### src/rtl/hms_display_formatter_pkg.sv
`default_nettype none
// ============================================================================
// Module      : hms_pkg
// Description : Shared field layout, constants, state type and BCD saturation
//               helper for the HMS display formatter.
// Revision    : 1.0 - initial release
// ============================================================================
package hms_pkg;

    localparam int HRS_LSB = 13;
    localparam int HRS_W   = 7;
    localparam int MIN_LSB = 6;
    localparam int MIN_W   = 6;
    localparam int SEC_LSB = 0;
    localparam int SEC_W   = 6;

    localparam logic [3:0] BCD_BLANK = 4'hF;

    localparam logic MODE_MMSS = 1'b0;
    localparam logic MODE_HHMM = 1'b1;

    typedef enum logic [1:0] {
        IDLE = 2'd0,
        CONV = 2'd1,
        DONE = 2'd2
    } state_t;

    // Returns {overflow, tens, units}; any nonzero hundreds digit pins the pair at 99.
    function automatic logic [8:0] bcd_sat(input logic [11:0] bcd);
        if (bcd[11:8] != 4'd0) begin
            return {1'b1, 8'h99};
        end
        return {1'b0, bcd[7:0]};
    endfunction

endpackage
`default_nettype wire

### src/rtl/hms_display_formatter_if.sv
`default_nettype none
// ============================================================================
// Module      : hms_display_formatter_if
// Description : Time input and 4-digit display output bundle between the
//               timing block (master) and the display formatter (slave).
// Revision    : 1.0 - initial release
// ============================================================================
interface hms_display_formatter_if;

    logic [19:0] hms_time;
    logic        sec_pulse;
    logic        half_sec_pulse;
    logic        mode;
    logic [15:0] digits_bcd;
    logic        digits_valid;
    logic        colon;
    logic        busy;
    logic        overflow;

    modport master (
        output hms_time, sec_pulse, half_sec_pulse, mode,
        input  digits_bcd, digits_valid, colon, busy, overflow
    );

    modport slave (
        input  hms_time, sec_pulse, half_sec_pulse, mode,
        output digits_bcd, digits_valid, colon, busy, overflow
    );

endinterface
`default_nettype wire

### src/rtl/hms_display_formatter_bcd_dd7.sv
`default_nettype none
// ============================================================================
// Module      : bcd_dd7
// Description : Sequential 7-bit binary to 3-digit BCD converter, one
//               shift-add-3 iteration per step.
// Revision    : 1.0 - initial release
// ============================================================================
module bcd_dd7 #(
    parameter int CONV_STEPS = 7
) (
    input  wire logic        clock,
    input  wire logic        reset,
    input  wire logic        load,
    input  wire logic        step,
    input  wire logic [6:0]  bin_in,
    output logic      [11:0] bcd,
    output logic             done
);

    localparam int c_cnt_w = $clog2(CONV_STEPS + 1);

    logic [6:0]         r_bin;
    logic [11:0]        r_bcd;
    logic [c_cnt_w-1:0] r_cnt;
    logic [7:0]         w_adj;

    // The hundreds digit never exceeds 1 for a 7-bit input, so it needs no add-3.
    for (genvar i = 0; i < 2; i++) begin : g_adj
        assign w_adj[4*i +: 4] = (r_bcd[4*i +: 4] >= 4'd5) ? (r_bcd[4*i +: 4] + 4'd3)
                                                           : r_bcd[4*i +: 4];
    end

    always_ff @(posedge clock) begin
        if (reset) begin
            r_bin <= '0;
            r_bcd <= '0;
            r_cnt <= '0;
        end else if (load) begin
            r_bin <= bin_in;
            r_bcd <= '0;
            r_cnt <= '0;
        end else if (step) begin
            r_bcd <= {r_bcd[10:8], w_adj, r_bin[6]};
            r_bin <= {r_bin[5:0], 1'b0};
            r_cnt <= r_cnt + 1'b1;
        end
    end

    assign bcd  = r_bcd;
    assign done = (r_cnt == c_cnt_w'(CONV_STEPS));

endmodule
`default_nettype wire

### src/rtl/hms_display_formatter.sv
`default_nettype none
// ============================================================================
// Module      : hms_display_formatter
// Description : Converts MM:SS or HH:MM from the packed time word into four
//               BCD display digits with a blinking colon.
// Revision    : 1.0 - initial release
// ============================================================================
module hms_display_formatter
    import hms_pkg::*;
#(
    parameter bit BLANK_LEADING_ZERO = 1'b0,
    parameter int CONV_STEPS         = 7
) (
    input  wire logic             clock,
    input  wire logic             reset,
    hms_display_formatter_if.slave bus
);

    localparam int c_iter_w = $clog2(CONV_STEPS);

    state_t              r_state;
    logic                r_pending;
    logic                r_cap_mode;
    logic                r_prev_mode;
    logic [c_iter_w-1:0] r_iter;
    logic                r_busy;
    logic                r_valid;
    logic                r_colon;
    logic                r_ovf;
    logic [15:0]         r_digits;

    logic [6:0]  w_hrs, w_min, w_sec, w_up_bin, w_lo_bin;
    logic [11:0] w_up_bcd, w_lo_bcd;
    logic [8:0]  w_up_sat, w_lo_sat;
    logic [3:0]  w_up_tens;
    logic        w_up_done, w_lo_done;
    logic        w_req, w_mode_edge, w_load, w_step;

    assign w_hrs = bus.hms_time[HRS_LSB +: HRS_W];
    assign w_min = {{(7 - MIN_W){1'b0}}, bus.hms_time[MIN_LSB +: MIN_W]};
    assign w_sec = {{(7 - SEC_W){1'b0}}, bus.hms_time[SEC_LSB +: SEC_W]};

    assign w_up_bin = (bus.mode == MODE_HHMM) ? w_hrs : w_min;
    assign w_lo_bin = (bus.mode == MODE_HHMM) ? w_min : w_sec;

    assign w_req       = bus.sec_pulse | (bus.mode != r_cap_mode) | r_pending;
    assign w_mode_edge = (bus.mode != r_prev_mode);
    assign w_load      = (r_state == IDLE) && w_req;
    assign w_step      = (r_state == CONV);

    bcd_dd7 #(.CONV_STEPS(CONV_STEPS)) u_dd_upper (
        .clock  (clock),
        .reset  (reset),
        .load   (w_load),
        .step   (w_step),
        .bin_in (w_up_bin),
        .bcd    (w_up_bcd),
        .done   (w_up_done)
    );

    bcd_dd7 #(.CONV_STEPS(CONV_STEPS)) u_dd_lower (
        .clock  (clock),
        .reset  (reset),
        .load   (w_load),
        .step   (w_step),
        .bin_in (w_lo_bin),
        .bcd    (w_lo_bcd),
        .done   (w_lo_done)
    );

    assign w_up_sat  = bcd_sat(w_up_bcd);
    assign w_lo_sat  = bcd_sat(w_lo_bcd);
    assign w_up_tens = (BLANK_LEADING_ZERO && (w_up_sat[7:4] == 4'd0)) ? BCD_BLANK
                                                                        : w_up_sat[7:4];

    always_ff @(posedge clock) begin
        if (reset) begin
            r_state     <= IDLE;
            r_pending   <= 1'b1;
            r_cap_mode  <= MODE_MMSS;
            r_prev_mode <= MODE_MMSS;
            r_iter      <= '0;
            r_busy      <= 1'b0;
            r_valid     <= 1'b0;
            r_colon     <= 1'b0;
            r_ovf       <= 1'b0;
            r_digits    <= '0;
        end else begin
            r_valid     <= 1'b0;
            r_prev_mode <= bus.mode;

            // A freshly changed mode shows a steady colon, overriding the blink.
            if (w_mode_edge) begin
                r_colon <= 1'b1;
            end else if (bus.half_sec_pulse) begin
                r_colon <= ~r_colon;
            end

            case (r_state)
                IDLE: begin
                    if (w_req) begin
                        r_cap_mode <= bus.mode;
                        r_pending  <= 1'b0;
                        r_iter     <= '0;
                        r_busy     <= 1'b1;
                        r_state    <= CONV;
                    end
                end
                CONV: begin
                    if (w_req) begin
                        r_pending <= 1'b1;
                    end
                    r_iter <= r_iter + 1'b1;
                    if (r_iter == c_iter_w'(CONV_STEPS - 1)) begin
                        r_state <= DONE;
                    end
                end
                DONE: begin
                    if (w_req) begin
                        r_pending <= 1'b1;
                    end
                    r_digits <= {w_up_tens, w_up_sat[3:0], w_lo_sat[7:0]};
                    r_ovf    <= w_up_sat[8] | w_lo_sat[8];
                    r_valid  <= w_up_done & w_lo_done;
                    r_busy   <= 1'b0;
                    r_state  <= IDLE;
                end
                default: begin
                    r_busy  <= 1'b0;
                    r_state <= IDLE;
                end
            endcase
        end
    end

    assign bus.digits_bcd   = r_digits;
    assign bus.digits_valid = r_valid;
    assign bus.colon        = r_colon;
    assign bus.busy         = r_busy;
    assign bus.overflow     = r_ovf;

endmodule
`default_nettype wire
### src/flat_wrapper.sv
// flat-port wrapper written by rule: the top's interface ports become plain ports
module hms_display_formatter_flat import hms_pkg::*;
#(
    parameter bit BLANK_LEADING_ZERO = 1'b0,
    parameter int CONV_STEPS         = 7
)
  (clock, reset, bus_hms_time, bus_sec_pulse, bus_half_sec_pulse, bus_mode, bus_digits_bcd, bus_digits_valid, bus_colon, bus_busy, bus_overflow);
  hms_display_formatter_if bus_i ();
  input  wire logic clock;
  input  wire logic reset;
  input wire logic [$bits(bus_i.hms_time)-1:0] bus_hms_time;
  input wire logic [$bits(bus_i.sec_pulse)-1:0] bus_sec_pulse;
  input wire logic [$bits(bus_i.half_sec_pulse)-1:0] bus_half_sec_pulse;
  input wire logic [$bits(bus_i.mode)-1:0] bus_mode;
  output wire logic [$bits(bus_i.digits_bcd)-1:0] bus_digits_bcd;
  output wire logic [$bits(bus_i.digits_valid)-1:0] bus_digits_valid;
  output wire logic [$bits(bus_i.colon)-1:0] bus_colon;
  output wire logic [$bits(bus_i.busy)-1:0] bus_busy;
  output wire logic [$bits(bus_i.overflow)-1:0] bus_overflow;
  assign bus_i.hms_time = bus_hms_time;
  assign bus_i.sec_pulse = bus_sec_pulse;
  assign bus_i.half_sec_pulse = bus_half_sec_pulse;
  assign bus_i.mode = bus_mode;
  assign bus_digits_bcd = bus_i.digits_bcd;
  assign bus_digits_valid = bus_i.digits_valid;
  assign bus_colon = bus_i.colon;
  assign bus_busy = bus_i.busy;
  assign bus_overflow = bus_i.overflow;
  hms_display_formatter #(.BLANK_LEADING_ZERO(BLANK_LEADING_ZERO), .CONV_STEPS(CONV_STEPS)) u_core (.clock(clock), .reset(reset), .bus(bus_i));
endmodule
### config.mk
export PLATFORM = sky130hd
export DESIGN_NAME = hms_display_formatter_flat
export DESIGN_NICKNAME = d
export VERILOG_FILES = /design/src/rtl/hms_display_formatter_pkg.sv /design/src/rtl/hms_display_formatter_if.sv /design/src/rtl/hms_display_formatter_bcd_dd7.sv /design/src/rtl/hms_display_formatter.sv /design/src/flat_wrapper.sv
export SDC_FILE = /design/constraint.sdc
export NUM_CORES = 1
export LEC_CHECK = 0
export CAP_MARGIN = 20
export CORE_ASPECT_RATIO = 1.4
export CORE_MARGIN = 5
export CORE_UTILIZATION = 53
export CTS_CLUSTER_SIZE = 10
export DETAILED_ROUTE_END_ITERATION = 10
export GPL_TIMING_DRIVEN = 0
export HOLD_SLACK_MARGIN = 0.03
export PLACE_DENSITY = 0.77
export SLEW_MARGIN = 25
export SYNTH_ARGS = -nofsm -noshare
export SYNTH_HDL_FRONTEND = slang
export SYNTH_SLANG_ARGS = --single-unit
### constraint.sdc
create_clock -name clock -period 2 [get_ports clock]
set_input_delay 0.3 -clock clock [delete_from_list [all_inputs] [get_ports clock]]
set_output_delay 0.3 -clock clock [all_outputs]
set_load 0.05 [all_outputs]
Run 1, supply network:
(4 px per um) Pins as bars on the die edge. Tap cells in gray.
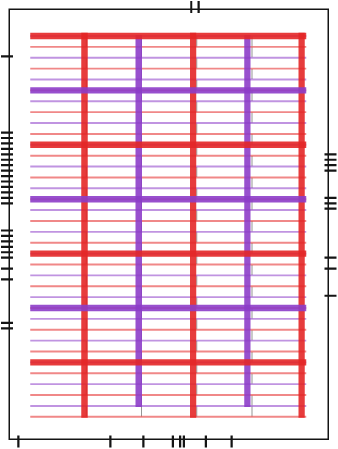
legend:
  red:
    net: VSS
  purple:
    net: VDD
met5 straps: 7
met4 straps: 5
signal pins: 45
met1 rails: 36
rows: 35
Worst IR Drop VDD: 0.717 mV
die span in y: 107 um
die span in x: 79.4 um

Run 1, placement by cell class:
(4 px per um) Fill, decap, tap and diode cells in gray.
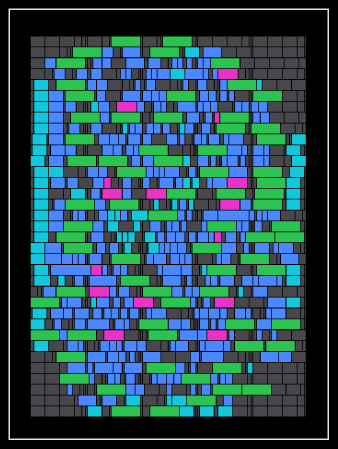
legend:
  green:
    class: flip-flops
    cells: 72
  magenta:
    class: clock drivers and dummy loads
    cells: 15
  blue:
    class: all other logic
    cells: 300
  cyan:
    class: other buffers and delay cells
    cells: 69

==> results.txt, run 1 <==
Item: results of the latest flow run.

- Looking at the reg2reg group, the worst path ends at u_core.u_dd_upper.r_bin[1].
- The synthesized netlist net count is 446.
- The sequential fraction of design power is 36.2%.
- The synthesized netlist has a Yosys-reported chip area of 0.00357 sq mm.
- Combinational logic is responsible for 43.7% of the overall power.
- The top cell type by area accounts for 40.4% of the synthesized area.
- The area share of fa/ha/maj cells after synthesis is 6.65%.
- The post-CTS hold buffer count recorded in the log is 0.
- Among cell families on the critical path, the largest total delay comes from buffers and inverters.
- The number of levels in the clock H-tree is 3.
- The clock tree from TritonCTS is yes.
- Hold is met by 0.356 ns.
- The script parses the final routing iteration and logs DRC violations as 0.
- The floorplan step defined a die boundary enclosing 0.00851 sq mm.
- The internal portion of total power is 3.07 mW.
- Each instance of the synthesized netlist takes up on average 8.89 sq um.
- The summed instance area of the synthesized netlist is 0.00357 sq mm.
- In the post-synthesis netlist, the cell with the most instances is sky130_fd_sc_hd__dfxtp_1.
- The time the worst path needs with I/O delays and setup is 1.82 ns.
- The number of antenna violations at the first check in global routing is 0.
- The number of cells on the worst hold path is listed as 3.
- The sequential cell count is 72.
- Summing the areas of all xor and xnor instances in the mapped netlist gives 1.75% of the synthesized area.
- The source of the worst register-to-register timing path is u_core.r_state[1].
- The final instance area is 0.00426 sq mm.
- The worst hold-check path type is primary input to register.
- Ranking logic cells in the layout by count gives the top entries sky130_fd_sc_hd__dfxtp_1, sky130_fd_sc_hd__nor2_1, sky130_fd_sc_hd__clkdlybuf4s50_1.
- The number of warning messages in the logs is 36.
- The count of warnings emitted by yosys is 0.
- In the synthesized netlist, the number of instances is 402.
- In the Yosys report the total cell count is 402.
- In this run the layout overhead on the synthesized area is reported as 19.3%.
- The longest individual stage delay on the worst path is 0.82 ns.
- The count of endpoints failing setup in the final report is 0.
- The final number of hold-violating endpoints is 0.
- In the finished design, the share of the clock period the worst path needs comes to 91.0%.
- For this run, the script counts the antenna cells in the layout as 0.
- The clock root buffer is sky130_fd_sc_hd__clkbuf_8.
- Of all power groups, the one with the highest power is combinational logic.
- The area taken by multi-input combinational cells is reported as 0.00196 sq mm.
- In the floorplan report the effective utilization is 54.4%.
- The register cell area after layout is 0.00144 sq mm.
- The remaining global-route overflow is 0.
- After filler insertion, the fill cell instance count of the layout stands at 574.
- For this run, the post-layout net count is 496.
- The number of multi-input logic gates is 289.
- The setup TNS after final layout is 0 ns.
- The arrival time of data at the worst endpoint is listed as 1.52 ns.
- The achievable frequency is 549 MHz.
- The max-slew violation count is 0.
- Of the total power, the share spent switching nets is 40.3%.
- The report lists the number of cells resized after CTS as 1.
- The pre-antenna-repair detailed-routing pass consisted of 4 iterations.
- The start-to-end type of the worst setup path is register to output pin.
- Global routing used 21.0% of the available tracks.
- In the final layout, excluding clock buffers the buffer count is 69.
- The clock buffer count in the final layout is 12.
- The critical path's slowest stage uses the library cell sky130_fd_sc_hd__clkdlybuf4s50_1.
- The final estimated routing congestion in global placement is 0.824.
- The most instantiated logic cell after routing is sky130_fd_sc_hd__dfxtp_1.
- The depth of the worst register-to-register path is 6.
- The post-detailed-route via-to-cell ratio is 5.73.
- The synthesis run shows the most used standard cells to be sky130_fd_sc_hd__dfxtp_1, sky130_fd_sc_hd__nor2_1, sky130_fd_sc_hd__a211oi_1, sky130_fd_sc_hd__a21oi_1, sky130_fd_sc_hd__mux2i_1.
- Summed over all combinational cells, the power is 2.25 mW.
- The leakage component of the power was reported as 1.55 nW.
- Tracing the worst setup path back leads to its startpoint at u_core.bus.digits_bcd[2].
- The max-cap check violation count is 0.
- The switching component of the power was reported as 2.07 mW.
- The placement stage leaves a total instance area of 0.00408 sq mm.
- The run finished with clean final reports.
- The normalized max-slew margin is 48.4%.
Run 1, clock network drawn from the DEF:
(3 px per um)
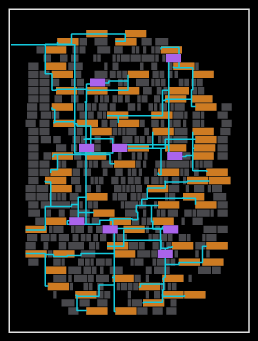
legend:
  cyan:
    item: clock wires
    length: 880 um
  purple:
    item: cells driving clock nets
    count: 9
  orange:
    item: flip-flops
    count: 72
flops lie: spread over the die
routed clock nets: 10
later-pin clock latency in the skew report: 0.35 ns
Setup Skew: 0.00986 ns
part of the total power dissipated in the clock network: 20.0%

Run 1, routed metal, one color a layer:
(4 px per um)
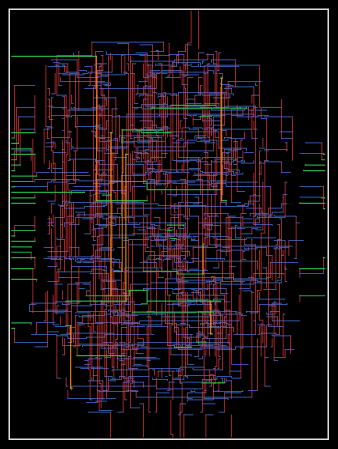
legend:
  red:
    layer: met2
    wire_length: 4330 um
  blue:
    layer: met1
    wire_length: 3380 um
  green:
    layer: met3
    wire_length: 388 um
  orange:
    layer: met4
    wire_length: 210 um

[run 1: stage by stage]
| stage | setup slack (ns) | instances | util [%] | power, mW |
|---|---|---|---|---|
| 2_1_floorplan | 0.314 | 402 | - | 3.51 |
| 3_3_place_gp | 0.0316 | 517 | 62.0 | 4.05 |
| 3_5_place_dp | 0.0162 | 517 | 62.1 | 4.13 |
| 4_1_cts | 0.0387 | 532 | 64.9 | 5.16 |
| 5_1_grt | 0.0219 | 530 | 64.9 | 5.48 |
| 6_report | 0.179 | 530 | 64.9 | 5.14 |
[run 1: metal layers]
layer  GRT usage (%)  part of all wire [%]  wire length [um]  vias up
met1            22.9                    41              3380     1427
met2            38.4                    52              4330       79
met3            4.03                   4.7               387       19
li1                -                     -                 -     1511
met5               0                     0                 0        -
met4            9.71                   2.5               210        0
==> run 2: changes to the inputs <==
SKIP_CTS_REPAIR_TIMING = 1   (was unset)
clock period = 2.2 ns   (was 2 ns; I/O delays follow)
Run 2, routing congestion map:
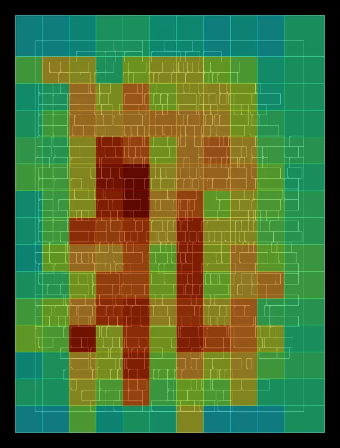
Total GRT Usage: 21.1%
peak-usage layer in the global routing report: met2
GRT met1 Usage: 22.9%
met3 Track Usage GR: 4.03%
average routed wire per standard cell: 15.7 um

==> run 2 against run 1 <==
Compared with the run above:
- hold slack improved by 0.028 ns
- via count decreased by 0.33%
- combinational power decreased by 9.3%
- largest cell class unchanged
==> results.txt, run 2 <==
Item: results of the latest flow run.

- The run finished with clean final reports.
- The count of endpoints failing setup in the final report is 0 (unchanged).
- The count of warnings emitted by yosys is 0 (unchanged).
- The clock network power share was 20.1% (about the same).
- The number of signal-net buffers in the layout is 71 (+2.9%).
- In this run the deepest clock path goes through 2 buffers.
- The met2 wire length is 4400 um (+1.5%).
- The max-slew violation count is 0 (unchanged).
- OpenROAD reports that the post-layout worst path occupies 89.0% of the period.
- The switching part of the total power came to 40.5% (+0.27 points).
- Routed signal wires occupy layers up through met4.
- The worst path needs 1.96 ns of the cycle, external delays included.
- The net switching power figure was 1.90 mW (-8.4%).
- The synthesized netlist net count is 446 (unchanged).
- The power of the combinational group is 2.04 mW (-9.3%).
- The area of the multi-input gates is 0.00196 sq mm (-0.13%).
- The final number of hold-violating endpoints is 0 (unchanged).
- The number of remaining DRC errors came to 0 (unchanged).
- The normalized max-slew margin is 49.1% (+0.70 points).
- The final net count was 498 (+0.40%).
- The initial core utilization is 54.4% (unchanged).
- The top-area cell type share of the netlist area was 40.4% (unchanged).
- By count the netlist is led by sky130_fd_sc_hd__dfxtp_1, sky130_fd_sc_hd__nor2_1, sky130_fd_sc_hd__a211oi_1, sky130_fd_sc_hd__a21oi_1, sky130_fd_sc_hd__mux2i_1.
- The final estimated routing congestion in global placement is 0.824 (unchanged).
- The critical path is of the register to register type.
- The sequential fraction of design power is 36.2% (about the same).
- Sequential power for this build is 1.69 mW.
- The clock buffer count in the final layout is 12 (unchanged).
- The setup TNS after final layout came to 0 ns (unchanged).
- The die boundary height is 107 um (unchanged).
- The most instantiated logic cell after routing is sky130_fd_sc_hd__dfxtp_1.
- The largest part of the power goes to combinational logic.
- Derived from the worst setup path, the maximum achievable clock frequency is 510 MHz.
- The internal portion of total power is 2.78 mW (-9.4%).
- The horizontal die size came to 79.4 um (unchanged).
- TritonCTS built the clock tree.
- The chip area from the yosys synthesis statistics was 0.00357 sq mm (unchanged).
- The placement-stage cell area is 0.00408 sq mm (unchanged).
- The source of the critical timing path is u_core.r_state[0].
- The post-layout instance count excluding filler cells is 532 (+0.38%).
- The longest individual stage delay on the worst path is 0.36 ns (-0.46 ns).
- The sequential cell count was 72 (unchanged).
- The post-detailed-route via-to-cell ratio is 5.69 (-0.70%).
- The logic gate share of total power is 43.7% (about the same).
- The area share of fa/ha/maj cells after synthesis is 6.65% (unchanged).
- The area fraction in xor and xnor cells is 1.75% (unchanged).
- The most frequently used library cell after synthesis is sky130_fd_sc_hd__dfxtp_1.
- The routed length on met1 is 3400 um (+0.62%).
- The total iterations of the first detailed-routing run is 4 (unchanged).
- The report lists the cells along the critical path as inv_1 > ha_1 > clkbuf_1 > a21boi_4 > or2_0 > buf_2 > buf_6 > a211oi_1.
- The cell count listed in synth_stat.txt is 402 (unchanged).
- The final core area utilization was 64.9% (about the same).
- The antenna diode count is 0 (unchanged).
- The cell family contributing the most delay on the critical path is buffers and inverters.
- The register cell area after layout is 0.00144 sq mm (unchanged).
- The static leakage is 1.54 nW (-0.19%).
- Of the combinational cells, the family taking the most area is simple AND/OR/NAND/NOR gates.
- The number of antenna violations at the first check in global routing is 0 (unchanged).
- The total instance count after detailed placement is 517 (unchanged).
- The clock root buffer is sky130_fd_sc_hd__clkbuf_8.
- The met2 track demand over resource in global routing is 38.7% (+0.24 points).
- The number of multi-input logic gates is 289 (unchanged).
- The timing report shows that the slowest cell on the worst path is sky130_fd_sc_hd__a21boi_4.
- The worst hold slack after final layout is 0.385 ns (+0.0284 ns).
- The final instance area came to 0.00426 sq mm (about the same).
- The signal arrival time at the worst endpoint is 2.16 ns (+0.64 ns).
- The overall power of the completed layout came to 4.68 mW (-9.0%).
- The mean post-synth cell area was 8.89 sq um (unchanged).
- The worst hold-check path type is primary input to register.
- The synthesized netlist cell count is 402 (unchanged).
- The final setup skew is 0.0116 ns (+0.00175 ns).
[run 2: worst min-delay path by stage]
stage | from | endpoint | slack [ns] | cells past startpoint
2_1_floorplan | u_core.u_dd_upper.bcd[11] | u_core.u_dd_upper.bcd[11] | 0.45 | 2
4_1_cts | bus_mode | u_core.u_dd_upper.r_bin[2] | 0.38 | 3
3_5_place_dp | u_core.bus.digits_bcd[6] | u_core.bus.digits_bcd[6] | 0.47 | 2
5_1_grt | bus_mode | u_core.u_dd_upper.r_bin[2] | 0.41 | 3
3_3_place_gp | u_core.u_dd_upper.bcd[11] | u_core.u_dd_upper.bcd[11] | 0.47 | 2
6_report | bus_mode | u_core.u_dd_upper.r_bin[2] | 0.38 | 3
No activity file was given, so power comes from the tool's default toggle rates.
